<file path="config.mk">
export PLATFORM = sky130hd
export DESIGN_NAME = nfc_apb_regs_flat
export DESIGN_NICKNAME = d
export VERILOG_FILES = /design/src/rtl/nfc_apb_regs_pkg.sv /design/src/rtl/nfc_apb_regs_if.sv /design/src/rtl/nfc_byte_fifo.sv /design/src/rtl/nfc_apb_regs.sv /design/src/flat_wrapper.sv
export SDC_FILE = /design/constraint.sdc
export NUM_CORES = 1
export LEC_CHECK = 0
export CAP_MARGIN = 30
export CORE_MARGIN = 5
export CORE_UTILIZATION = 49
export DETAILED_ROUTE_END_ITERATION = 6
export GPL_ROUTABILITY_DRIVEN = 0
export PLACE_DENSITY_LB_ADDON = 0.25
export RECOVER_POWER = 50
export SYNTH_ARGS = -nofsm -noshare
export SYNTH_HDL_FRONTEND = slang
export SYNTH_SLANG_ARGS = --single-unit
</file>
<file path="constraint.sdc">
create_clock -name PCLK -period 3 [get_ports PCLK]
set_input_delay 0.6 -clock PCLK [delete_from_list [all_inputs] [get_ports PCLK]]
set_output_delay 0.6 -clock PCLK [all_outputs]
set_load 0.03 [all_outputs]
</file>
<file path="src/rtl/nfc_apb_regs_pkg.sv">
// Shared definitions for the NAND flash controller APB register front-end:
// register offsets, STAT/CTRL bit positions and sequencer state encodings.
package nfc_apb_regs_pkg;

  localparam logic HIGH = 1'b1;
  localparam logic LOW  = 1'b0;

  // Word offsets (PADDR[4:2])
  localparam logic [2:0] OFF_CMD  = 3'd0;
  localparam logic [2:0] OFF_ADDR = 3'd1;
  localparam logic [2:0] OFF_LEN  = 3'd2;
  localparam logic [2:0] OFF_CTRL = 3'd3;
  localparam logic [2:0] OFF_STAT = 3'd4;

  localparam int CTRL_GO  = 0;
  localparam int CTRL_CLR = 1;

  localparam int STAT_BUSY      = 0;
  localparam int STAT_DONE      = 1;
  localparam int STAT_CMD_FULL  = 2;
  localparam int STAT_ADDR_FULL = 3;
  localparam int STAT_ERR       = 4;

  typedef enum logic [2:0] {
    ST_IDLE      = 3'd0,
    ST_SEND_CMD  = 3'd1,
    ST_SEND_ADDR = 3'd2,
    ST_START     = 3'd3,
    ST_WAIT      = 3'd4
  } state_e;

endpackage

</file>
<file path="src/rtl/nfc_apb_regs_if.sv">
// APB slave bus plus the byte-stream handshake towards the flash-cycle FSM.
interface nfc_apb_regs_if;
  logic        PSEL;
  logic        PENABLE;
  logic        PWRITE;
  logic [4:0]  PADDR;
  logic [31:0] PWDATA;
  logic [31:0] PRDATA;
  logic        PREADY;
  logic        PSLVERR;
  logic [7:0]  C_Cmd;
  logic        C_CmdVld;
  logic [7:0]  C_Addr;
  logic        C_AddrVld;
  logic [7:0]  C_Length;
  logic        C_Start;
  logic        C_Ready;
  logic        C_Done;
  logic [7:0]  C_Status;

  modport slave (
    input  PSEL, PENABLE, PWRITE, PADDR, PWDATA, C_Ready, C_Done, C_Status,
    output PRDATA, PREADY, PSLVERR, C_Cmd, C_CmdVld, C_Addr, C_AddrVld,
           C_Length, C_Start
  );

  modport master (
    output PSEL, PENABLE, PWRITE, PADDR, PWDATA, C_Ready, C_Done, C_Status,
    input  PRDATA, PREADY, PSLVERR, C_Cmd, C_CmdVld, C_Addr, C_AddrVld,
           C_Length, C_Start
  );
endinterface

</file>
<file path="src/rtl/nfc_byte_fifo.sv">
// Small byte queue with flush; head is presented combinationally so the
// sequencer can hold it on the handshake while waiting for ready.
module nfc_byte_fifo #(
  parameter int DEPTH = 2,
  parameter int CW    = $clog2(DEPTH + 1)
) (
  input  logic          clk,
  input  logic          rst_n,
  input  logic          push_i,
  input  logic          pop_i,
  input  logic          flush_i,
  input  logic [7:0]    data_i,
  output logic [7:0]    data_o,
  output logic [CW-1:0] count_o,
  output logic          full_o,
  output logic          empty_o
);
  localparam int PW = (DEPTH > 1) ? $clog2(DEPTH) : 1;
  localparam logic [PW-1:0] LAST = PW'(DEPTH - 1);

  logic [7:0]    mem_q [DEPTH];
  logic [PW-1:0] wr_ptr_q, wr_ptr_d, rd_ptr_q, rd_ptr_d;
  logic [CW-1:0] count_q, count_d;
  logic          push_ok, pop_ok;

  assign full_o  = (count_q == CW'(DEPTH));
  assign empty_o = (count_q == '0);
  assign count_o = count_q;
  assign data_o  = mem_q[rd_ptr_q];
  assign push_ok = push_i & ~full_o;
  assign pop_ok  = pop_i & ~empty_o;

  always_comb begin
    wr_ptr_d = wr_ptr_q;
    rd_ptr_d = rd_ptr_q;
    count_d  = count_q;
    if (flush_i) begin
      wr_ptr_d = '0;
      rd_ptr_d = '0;
      count_d  = '0;
    end else begin
      if (push_ok) wr_ptr_d = (wr_ptr_q == LAST) ? '0 : wr_ptr_q + 1'b1;
      if (pop_ok)  rd_ptr_d = (rd_ptr_q == LAST) ? '0 : rd_ptr_q + 1'b1;
      if (push_ok && !pop_ok)      count_d = count_q + 1'b1;
      else if (pop_ok && !push_ok) count_d = count_q - 1'b1;
    end
  end

  always_ff @(posedge clk or negedge rst_n) begin
    if (!rst_n) begin
      wr_ptr_q <= '0;
      rd_ptr_q <= '0;
      count_q  <= '0;
    end else begin
      wr_ptr_q <= wr_ptr_d;
      rd_ptr_q <= rd_ptr_d;
      count_q  <= count_d;
    end
  end

  always_ff @(posedge clk) begin
    if (push_ok && !flush_i) mem_q[wr_ptr_q] <= data_i;
  end
endmodule

</file>
<file path="src/rtl/nfc_apb_regs.sv">
// APB register front-end: queues command/address bytes from software and
// streams them to the flash-cycle FSM on GO, then waits for its completion.
module nfc_apb_regs
  import nfc_apb_regs_pkg::*;
#(
  parameter int CMD_DEPTH  = 2,
  parameter int ADDR_DEPTH = 5
) (
  input logic          PCLK,
  input logic          PRESETN,
  nfc_apb_regs_if.slave bus
);
  localparam int CCW = $clog2(CMD_DEPTH + 1);
  localparam int ACW = $clog2(ADDR_DEPTH + 1);

  state_e         state_q, state_d;
  logic [7:0]     len_q, len_d, status_q, status_d;
  logic           done_q, done_d, err_q, err_d;
  logic [CCW-1:0] cmd_cnt;
  logic [ACW-1:0] addr_cnt;
  logic           cmd_full, cmd_empty, addr_full, addr_empty;
  logic [7:0]     cmd_head, addr_head;
  logic           cmd_push, addr_push, cmd_pop, addr_pop, q_flush;
  logic [2:0]     off;
  logic           busy, wr_en, wr_err, wr_ok, go_req, clr_req;
  logic           go_accept, stat_w1c, len_we, done_set;
  logic           cmd_vld, addr_vld, start;
  logic [31:0]    rdata;
  logic           unused_bits;

  assign off     = bus.PADDR[4:2];
  assign busy    = (state_q != ST_IDLE);
  assign wr_en   = bus.PSEL & bus.PENABLE & bus.PWRITE;
  assign clr_req = bus.PWDATA[CTRL_CLR];
  assign go_req  = bus.PWDATA[CTRL_GO] & ~clr_req;

  // Errored writes have no side effect other than setting ERR.
  always_comb begin
    wr_err = 1'b0;
    case (off)
      OFF_CMD:  wr_err = busy | cmd_full;
      OFF_ADDR: wr_err = busy | addr_full;
      OFF_LEN:  wr_err = busy;
      OFF_CTRL: wr_err = busy | (go_req & cmd_empty);
      OFF_STAT: wr_err = 1'b0;
      default:  wr_err = 1'b1;
    endcase
  end

  assign wr_ok     = wr_en & ~wr_err;
  assign cmd_push  = wr_ok & (off == OFF_CMD);
  assign addr_push = wr_ok & (off == OFF_ADDR);
  assign len_we    = wr_ok & (off == OFF_LEN);
  assign q_flush   = wr_ok & (off == OFF_CTRL) & clr_req;
  assign go_accept = wr_ok & (off == OFF_CTRL) & go_req;
  assign stat_w1c  = wr_ok & (off == OFF_STAT);

  nfc_byte_fifo #(.DEPTH(CMD_DEPTH)) u_cmd_fifo (
    .clk(PCLK), .rst_n(PRESETN), .push_i(cmd_push), .pop_i(cmd_pop),
    .flush_i(q_flush), .data_i(bus.PWDATA[7:0]), .data_o(cmd_head),
    .count_o(cmd_cnt), .full_o(cmd_full), .empty_o(cmd_empty)
  );

  nfc_byte_fifo #(.DEPTH(ADDR_DEPTH)) u_addr_fifo (
    .clk(PCLK), .rst_n(PRESETN), .push_i(addr_push), .pop_i(addr_pop),
    .flush_i(q_flush), .data_i(bus.PWDATA[7:0]), .data_o(addr_head),
    .count_o(addr_cnt), .full_o(addr_full), .empty_o(addr_empty)
  );

  always_comb begin
    state_d  = state_q;
    cmd_vld  = 1'b0;
    addr_vld = 1'b0;
    cmd_pop  = 1'b0;
    addr_pop = 1'b0;
    start    = 1'b0;
    done_set = 1'b0;
    case (state_q)
      ST_IDLE: if (go_accept) state_d = ST_SEND_CMD;
      ST_SEND_CMD: begin
        cmd_vld = 1'b1;
        if (bus.C_Ready) begin
          cmd_pop = 1'b1;
          if (cmd_cnt == CCW'(1)) state_d = addr_empty ? ST_START : ST_SEND_ADDR;
        end
      end
      ST_SEND_ADDR: begin
        addr_vld = 1'b1;
        if (bus.C_Ready) begin
          addr_pop = 1'b1;
          if (addr_cnt == ACW'(1)) state_d = ST_START;
        end
      end
      ST_START: begin
        start   = 1'b1;
        state_d = ST_WAIT;
      end
      ST_WAIT: if (bus.C_Done) begin
        done_set = 1'b1;
        state_d  = ST_IDLE;
      end
      default: state_d = ST_IDLE;
    endcase
  end

  // Hardware set beats a same-cycle software W1C clear.
  always_comb begin
    len_d    = len_we ? bus.PWDATA[7:0] : len_q;
    done_d   = (done_q & ~(stat_w1c & bus.PWDATA[STAT_DONE])) | done_set;
    err_d    = (err_q & ~(stat_w1c & bus.PWDATA[STAT_ERR])) | (wr_en & wr_err);
    status_d = done_set ? bus.C_Status : status_q;
  end

  always_ff @(posedge PCLK or negedge PRESETN) begin
    if (!PRESETN) begin
      state_q  <= ST_IDLE;
      len_q    <= '0;
      done_q   <= 1'b0;
      err_q    <= 1'b0;
      status_q <= '0;
    end else begin
      state_q  <= state_d;
      len_q    <= len_d;
      done_q   <= done_d;
      err_q    <= err_d;
      status_q <= status_d;
    end
  end

  always_comb begin
    rdata = '0;
    if (bus.PSEL && PRESETN) begin
      case (off)
        OFF_CMD:  rdata = 32'(cmd_cnt);
        OFF_ADDR: rdata = 32'(addr_cnt);
        OFF_LEN:  rdata = {24'h0, len_q};
        OFF_STAT: rdata = {16'h0, status_q, 3'b000, err_q, addr_full, cmd_full, done_q, busy};
        default:  rdata = '0;
      endcase
    end
  end

  assign bus.PRDATA    = rdata;
  assign bus.PREADY    = HIGH;
  assign bus.PSLVERR   = PRESETN & bus.PSEL & bus.PENABLE &
                         (bus.PWRITE ? wr_err : (off > OFF_STAT));
  assign bus.C_Cmd     = cmd_vld ? cmd_head : 8'h00;
  assign bus.C_CmdVld  = cmd_vld;
  assign bus.C_Addr    = addr_vld ? addr_head : 8'h00;
  assign bus.C_AddrVld = addr_vld;
  assign bus.C_Length  = len_q;
  assign bus.C_Start   = start;
  assign unused_bits   = &{1'b0, bus.PWDATA[31:8], bus.PADDR[1:0]};
endmodule

</file>
<file path="src/flat_wrapper.sv">
// flat-port wrapper written by rule: the top's interface ports become plain ports
module nfc_apb_regs_flat import nfc_apb_regs_pkg::*;
#(
  parameter int CMD_DEPTH  = 2,
  parameter int ADDR_DEPTH = 5
)
  (PCLK, PRESETN, bus_PSEL, bus_PENABLE, bus_PWRITE, bus_PADDR, bus_PWDATA, bus_C_Ready, bus_C_Done, bus_C_Status, bus_PRDATA, bus_PREADY, bus_PSLVERR, bus_C_Cmd, bus_C_CmdVld, bus_C_Addr, bus_C_AddrVld, bus_C_Length, bus_C_Start);
  nfc_apb_regs_if bus_i ();
  input logic PCLK;
  input logic PRESETN;
  input wire logic [$bits(bus_i.PSEL)-1:0] bus_PSEL;
  input wire logic [$bits(bus_i.PENABLE)-1:0] bus_PENABLE;
  input wire logic [$bits(bus_i.PWRITE)-1:0] bus_PWRITE;
  input wire logic [$bits(bus_i.PADDR)-1:0] bus_PADDR;
  input wire logic [$bits(bus_i.PWDATA)-1:0] bus_PWDATA;
  input wire logic [$bits(bus_i.C_Ready)-1:0] bus_C_Ready;
  input wire logic [$bits(bus_i.C_Done)-1:0] bus_C_Done;
  input wire logic [$bits(bus_i.C_Status)-1:0] bus_C_Status;
  output wire logic [$bits(bus_i.PRDATA)-1:0] bus_PRDATA;
  output wire logic [$bits(bus_i.PREADY)-1:0] bus_PREADY;
  output wire logic [$bits(bus_i.PSLVERR)-1:0] bus_PSLVERR;
  output wire logic [$bits(bus_i.C_Cmd)-1:0] bus_C_Cmd;
  output wire logic [$bits(bus_i.C_CmdVld)-1:0] bus_C_CmdVld;
  output wire logic [$bits(bus_i.C_Addr)-1:0] bus_C_Addr;
  output wire logic [$bits(bus_i.C_AddrVld)-1:0] bus_C_AddrVld;
  output wire logic [$bits(bus_i.C_Length)-1:0] bus_C_Length;
  output wire logic [$bits(bus_i.C_Start)-1:0] bus_C_Start;
  assign bus_i.PSEL = bus_PSEL;
  assign bus_i.PENABLE = bus_PENABLE;
  assign bus_i.PWRITE = bus_PWRITE;
  assign bus_i.PADDR = bus_PADDR;
  assign bus_i.PWDATA = bus_PWDATA;
  assign bus_i.C_Ready = bus_C_Ready;
  assign bus_i.C_Done = bus_C_Done;
  assign bus_i.C_Status = bus_C_Status;
  assign bus_PRDATA = bus_i.PRDATA;
  assign bus_PREADY = bus_i.PREADY;
  assign bus_PSLVERR = bus_i.PSLVERR;
  assign bus_C_Cmd = bus_i.C_Cmd;
  assign bus_C_CmdVld = bus_i.C_CmdVld;
  assign bus_C_Addr = bus_i.C_Addr;
  assign bus_C_AddrVld = bus_i.C_AddrVld;
  assign bus_C_Length = bus_i.C_Length;
  assign bus_C_Start = bus_i.C_Start;
  nfc_apb_regs #(.CMD_DEPTH(CMD_DEPTH), .ADDR_DEPTH(ADDR_DEPTH)) u_core (.PCLK(PCLK), .PRESETN(PRESETN), .bus(bus_i));
endmodule
</file>
==> flow_summary.ini, run 1 <==
; synthesis and place-and-route metrics
[sta]
fin_hold_ws_ns = 0.313
maxSlewViolCount = 0
layout_min_cycle_time_ns = 2.90

[pwr]
powerSeq_mw = 1.70
power_density_nw_per_um2 = 719
p_clk_mw = 0.795
p_clk_frac = 0.202
ir_drop_mv = 0.347
p_leak_nw = 2.29

[die]
chipArea_um2 = 11100
rows = 34

[yosys]
ff_type = edfxtp_1
synth_top_cell_by_area = edfxtp_1
top_cells_by_count = edfxtp_1 (56), nor2_1 (45), dfrtp_1 (34)
adder_share = 0.0364
yosys-stat-area_um2 = 4470
ys_warn_count = 0
synth.cellmix.compoundShare = 0.0656
logic_family = multiplexers
yosysTopAreaCellShare = 0.377
yosys.cell_types.count = 58
ys.flops = 90

[outcome]
status = completed

[critical_path]
start_kind = primary input
critPathSlowestCell = dlygate4sd3_1
critPathRequiredTime_ns = 2.40

[run]
warnings = 59

[clock_tree]
ctsHoldBuffers = 0
clk_pin_slew_ns = 0.10
tritoncts.num_buffers = 9

[finish]
synthToLayoutAreaGrowth_pct = 22.6
fin_util = 0.622

[placed_design]
placed_area_um2 = 5280
io_buffers = 69

[grt]
grt_max_degree = 36
[run 1: layout make-up]
class | instances | area (µm²) | share of cell area
Inverter | 15 | 56.3 | 0.0103
Clock inverter | 7 | 70.1 | 0.0128
Clock buffer | 9 | 124 | 0.0226
Timing Repair Buffer | 92 | 812 | 0.148
Multi-Input combinational cell | 224 | 1750 | 0.319
Tap cell | 108 | 135 | 0.0247
Sequential cell | 90 | 2530 | 0.462
[run 1: sequential cells by signal, summed over array words and instances, names as in the netlist, 2 cells and up]
| register | count |
|---|---|
| u_core.u_addr_fifo.rd_ptr_q | 3 |
| u_core.u_cmd_fifo.mem_q | 16 |
| u_core.u_addr_fifo.count_o | 3 |
| u_core.u_addr_fifo.wr_ptr_q | 3 |
| u_core.bus.C_Length | 8 |
| u_core.u_addr_fifo.mem_q | 40 |
| u_core.state_q | 3 |
| u_core.u_cmd_fifo.count_o | 2 |
| u_core.status_q | 8 |
[run 1: final timing paths]
path | start | end | slack (ns) | cells after the start
setup / recovery | bus_PADDR[4] | bus_PSLVERR | 0.1 | 7
hold / removal | PRESETN | u_core.u_cmd_fifo.count_o[1] | 0.31 | 2
setup reg to reg | u_core.u_cmd_fifo.count_o[0] | u_core.u_addr_fifo.mem_q[4][2] | 0.54 | 8
hold reg to reg | u_core.done_q | u_core.done_q | 0.50 | 1
max in group asynchronous | PRESETN | u_core.status_q[4] | 2.35 | 2
min in group PCLK | u_core.done_q | u_core.done_q | 0.50 | 1
[run 1: placed cells by master (no fill, tap or decap), types with 3 or more instances in the layout]
cell | Yosys | layout
dlygate4sd3_1 | 0 | 16
a21oi_1 | 10 | 10
inv_1 | 14 | 14
nor4_1 | 6 | 6
clkdlybuf4s50_1 | 0 | 33
mux4_2 | 8 | 8
conb_1 | 2 | 17
nor3_1 | 4 | 4
clkbuf_1 | 6 | 3
mux2_2 | 8 | 8
mux2_4 | 8 | 8
and2_1 | 11 | 11
o21ai_0 | 4 | 4
inv_8 | 0 | 3
dfrtp_1 | 34 | 34
edfxtp_1 | 56 | 56
xor2_1 | 5 | 5
ha_1 | 13 | 13
nand2b_1 | 4 | 3
a2bb2oi_1 | 3 | 3
nor2_1 | 45 | 44
mux2i_1 | 20 | 20
nand2_1 | 10 | 10
buf_4 | 19 | 38
clkbuf_8 | 0 | 9
[run 1: stage by stage]
| step | setup WS, ns | TNS [ns] |
|---|---|---|
| floorplan | 0.239 | 0 |
| global placement | -0.00547 | -0.00549 |
| detailed placement | -0.0254 | -0.102 |
| CTS | 0.0540 | 0 |
| global route | 0.0114 | 0 |
| finish | 0.0977 | 0 |
[run 1: what timing repair did]
item                                    4_1_cts  5_1_grt
pin swaps                                     0        0
endpoints found under the setup margin       14       12
cloned                                        0        0
endpoints found under the hold margin         0        0
resized                                       2        3
[run 1: worst max-delay path, delay by kind of cell]
family / cells / cell delay [ns]
AOI/OAI and AO/OA: 3 / 0.60
buffers and inverters: 2 / 0.80
and+or+nand+nor: 2 / 0.28
[run 1: metal layers]
layer	global-route usage	wire, µm	vias up	share of wire
li1	-	-	1386	-
met1	0.229	4120	1477	0.42
met2	0.304	4950	81	0.51
met3	0.0458	519	11	0.053
met4	0.0572	134	0	0.014
met5	0	0	-	0
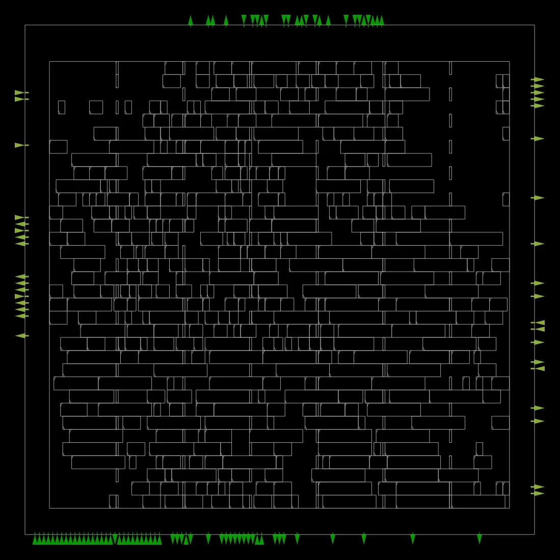
run_1/placed.png
fin cells: 545
core area: 8810 µm²

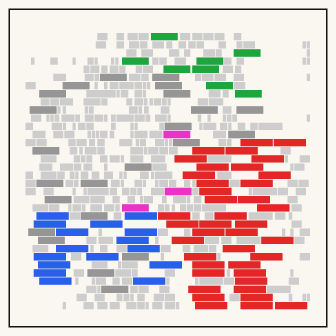
run_1/ff_map.png
Other sequential cells in the stronger grey, the rest of the logic in the fainter grey.
- u_core.u_cmd_fifo.mem_q: blue (placed flops 16; where lower left)
- u_core.u_addr_fifo.wr_ptr_q: magenta (placed flops 3)
- u_core.status_q: green (placed flops 8)
- u_core.u_addr_fifo.mem_q: red (placed flops 40)

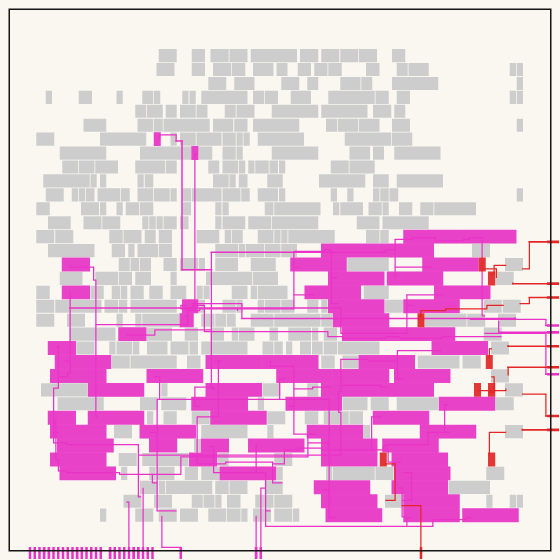
run_1/port_trees.png
- bus_C_Addr: red (bits 8; direction output; edge 7 right, 1 bottom; end cells 8; buffers 8; wire 127 µm)
- bus_PWDATA: magenta (bits 32; direction input; edge 29 bottom, 3 right; end cells 68; buffers 10; wire 1220 µm)

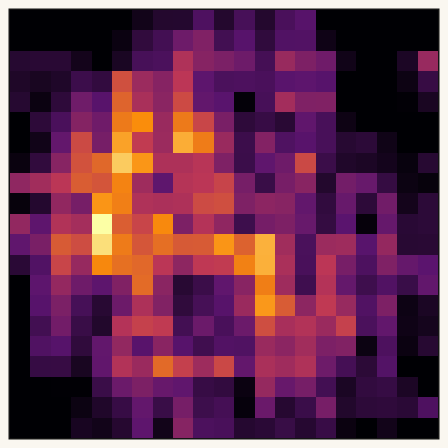
run_1/route_heat.png
21 x 21 tiles, from black (low) to pale yellow (high), scaled to the fullest tile. Values are wire area over tile area, all layers added.
- nearly empty tiles: 15%
- emptiest ninth of the die: upper right
- mean over tiles: 0.14
- tiles over half the peak: 14%
- fullest tile: 0.53

run_1/m3.png
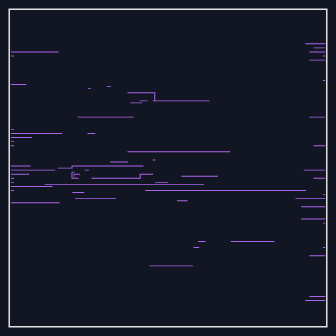

==> run 1 -> run 2 <==
--- a/config.mk
+++ b/config.mk
@@ -6,8 +6,10 @@
 export NUM_CORES = 1
 export LEC_CHECK = 0
 export CAP_MARGIN = 30
+export CELL_PAD_IN_SITES_DETAIL_PLACEMENT = 1
+export CELL_PAD_IN_SITES_GLOBAL_PLACEMENT = 2
 export CORE_MARGIN = 5
-export CORE_UTILIZATION = 49
+export CORE_UTILIZATION = 32
 export DETAILED_ROUTE_END_ITERATION = 6
 export GPL_ROUTABILITY_DRIVEN = 0
 export PLACE_DENSITY_LB_ADDON = 0.25
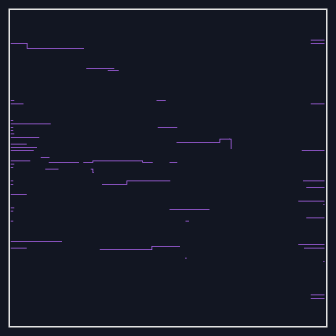
run_2/m3.png
- share of all routed wire: 3.7%
- longest straight run: 23.0 µm
- main direction: horizontal
- nets with wire on the layer: 45

==> flow_summary.ini, run 2 <==
; synthesis and place-and-route metrics
[outcome]
status = finished, violations left
violations = max-capacitance violations, max-slew violations

[sta]
fin_hold_ws_ns = 0.500
fin_ws_ns = 0.0922
finalSetupTns_ns = 0
maxSlewViolCount = 35

[run]
warnings = 59
maxCapViolCount = 1

[yosys]
yosys-stat-area_um2 = 4470
ys_warn_count = 0
ff_type = edfxtp_1
top_cells_by_count = edfxtp_1 (56), nor2_1 (45), dfrtp_1 (34)

[critical_path]
timing.rr.start = u_core.u_cmd_fifo.count_o[0]
ff2ff_path_depth = 11
r2r_slack_ns = 0.45
critPathRequiredTime_ns = 2.40
rr_endpoint = u_core.u_addr_fifo.count_o[2]

[clock_tree]
tritoncts.num_buffers = 9

[finish]
largest_reg_flops = 40
top_register = u_core.u_addr_fifo.mem_q

[pwr]
ir_drop_mv = 0.266
power_density_nw_per_um2 = 771

[die]
chipArea_um2 = 16400

[hold_path]
holdPathEnd = u_core.status_q[0]
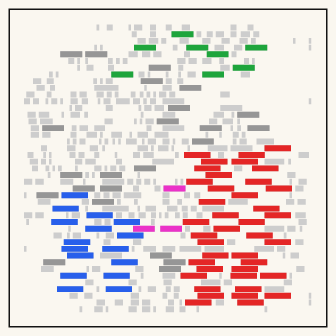
run_2/ff_map.png
Other sequential cells in the stronger grey, the rest of the logic in the fainter grey.
- u_core.status_q: green (placed flops 8)
- u_core.u_addr_fifo.mem_q: red (placed flops 40)
- u_core.u_addr_fifo.wr_ptr_q: magenta (placed flops 3)
- u_core.u_cmd_fifo.mem_q: blue (placed flops 16; where lower left)
- not coloured: 23

==> run 2: cells by family (layout without fill, tap and decap cells) <==
kind of cell,count (synthesis),after routing,synth area share
simple gates,106,106,0.129
mux,44,44,0.132
xor+xnor,6,6,0.0118
fa+ha+maj,13,13,0.0364
flops,90,90,0.567
buf+inv,46,123,0.0560
compound gates,38,38,0.0656
other cells,2,17,0.00168
==> run 2: cell type report <==
cell class,count,area (µm²)
Tap cell,180,225
Clock buffer,9,225
Fill cell,1494,8080
Multi-Input combinational cell,224,1740
Timing Repair Buffer,92,823
Inverter,15,56.3
Clock inverter,7,93.8
Sequential cell,90,2530
==> run 2: how the worst max path moves through the flow <==
stage	from	to	slack, ns
6_report	bus_PADDR[4]	bus_PRDATA[7]	0.09
5_1_grt	u_core.u_addr_fifo.rd_ptr_q[0]	bus_C_Addr[3]	0.01
4_1_cts	u_core.state_q[0]	bus_C_Cmd[4]	0.02
3_5_place_dp	bus_PADDR[4]	u_core.u_addr_fifo.mem_q[4][5]	0.06
3_3_place_gp	bus_PWDATA[0]	u_core.u_addr_fifo.count_o[2]	0.08
2_1_floorplan	bus_PADDR[3]	u_core.u_addr_fifo.mem_q[4][0]	0.24
==> run 2: through the flow <==
stage,std cells,cell area [µm²]
floorplan,360,4520
global placement,601,5380
detailed placement,601,5380
CTS,617,5700
global route,617,5700
finish,617,5700
==> run 2: timing repair <==
item	CTS	global route
hold endpoints to repair	0	0
setup endpoints to repair	0	22
gates resized	0	6
==> run 2: worst max-delay path: stages <==
cell,delay [ns]
clkdlybuf4s50_1,0.56
and2b_4,0.35
buf_4,0.13
nor3b_1,0.23
buf_4,0.17
and2_1,0.12
buf_4,0.15
==> run 2: routing by layer <==
| layer | up-vias | global-route usage | routed length [µm] |
|---|---|---|---|
| met5 | - | 0 | 0 |
| met4 | 0 | 0.0375 | 120 |
| met3 | 13 | 0.0333 | 414 |
| met2 | 60 | 0.229 | 5490 |
| met1 | 1495 | 0.189 | 5240 |
| li1 | 1387 | - | - |
==> run 2: power breakdown <==
group          total (mW)  switching (mW)  internal [mW]  leakage, nW
combinational        1.47           0.791          0.679         1.27
sequential           1.72           0.234           1.48        0.950
clock                1.20           0.534          0.669        0.153
Power is estimated from default activity; no workload was simulated.
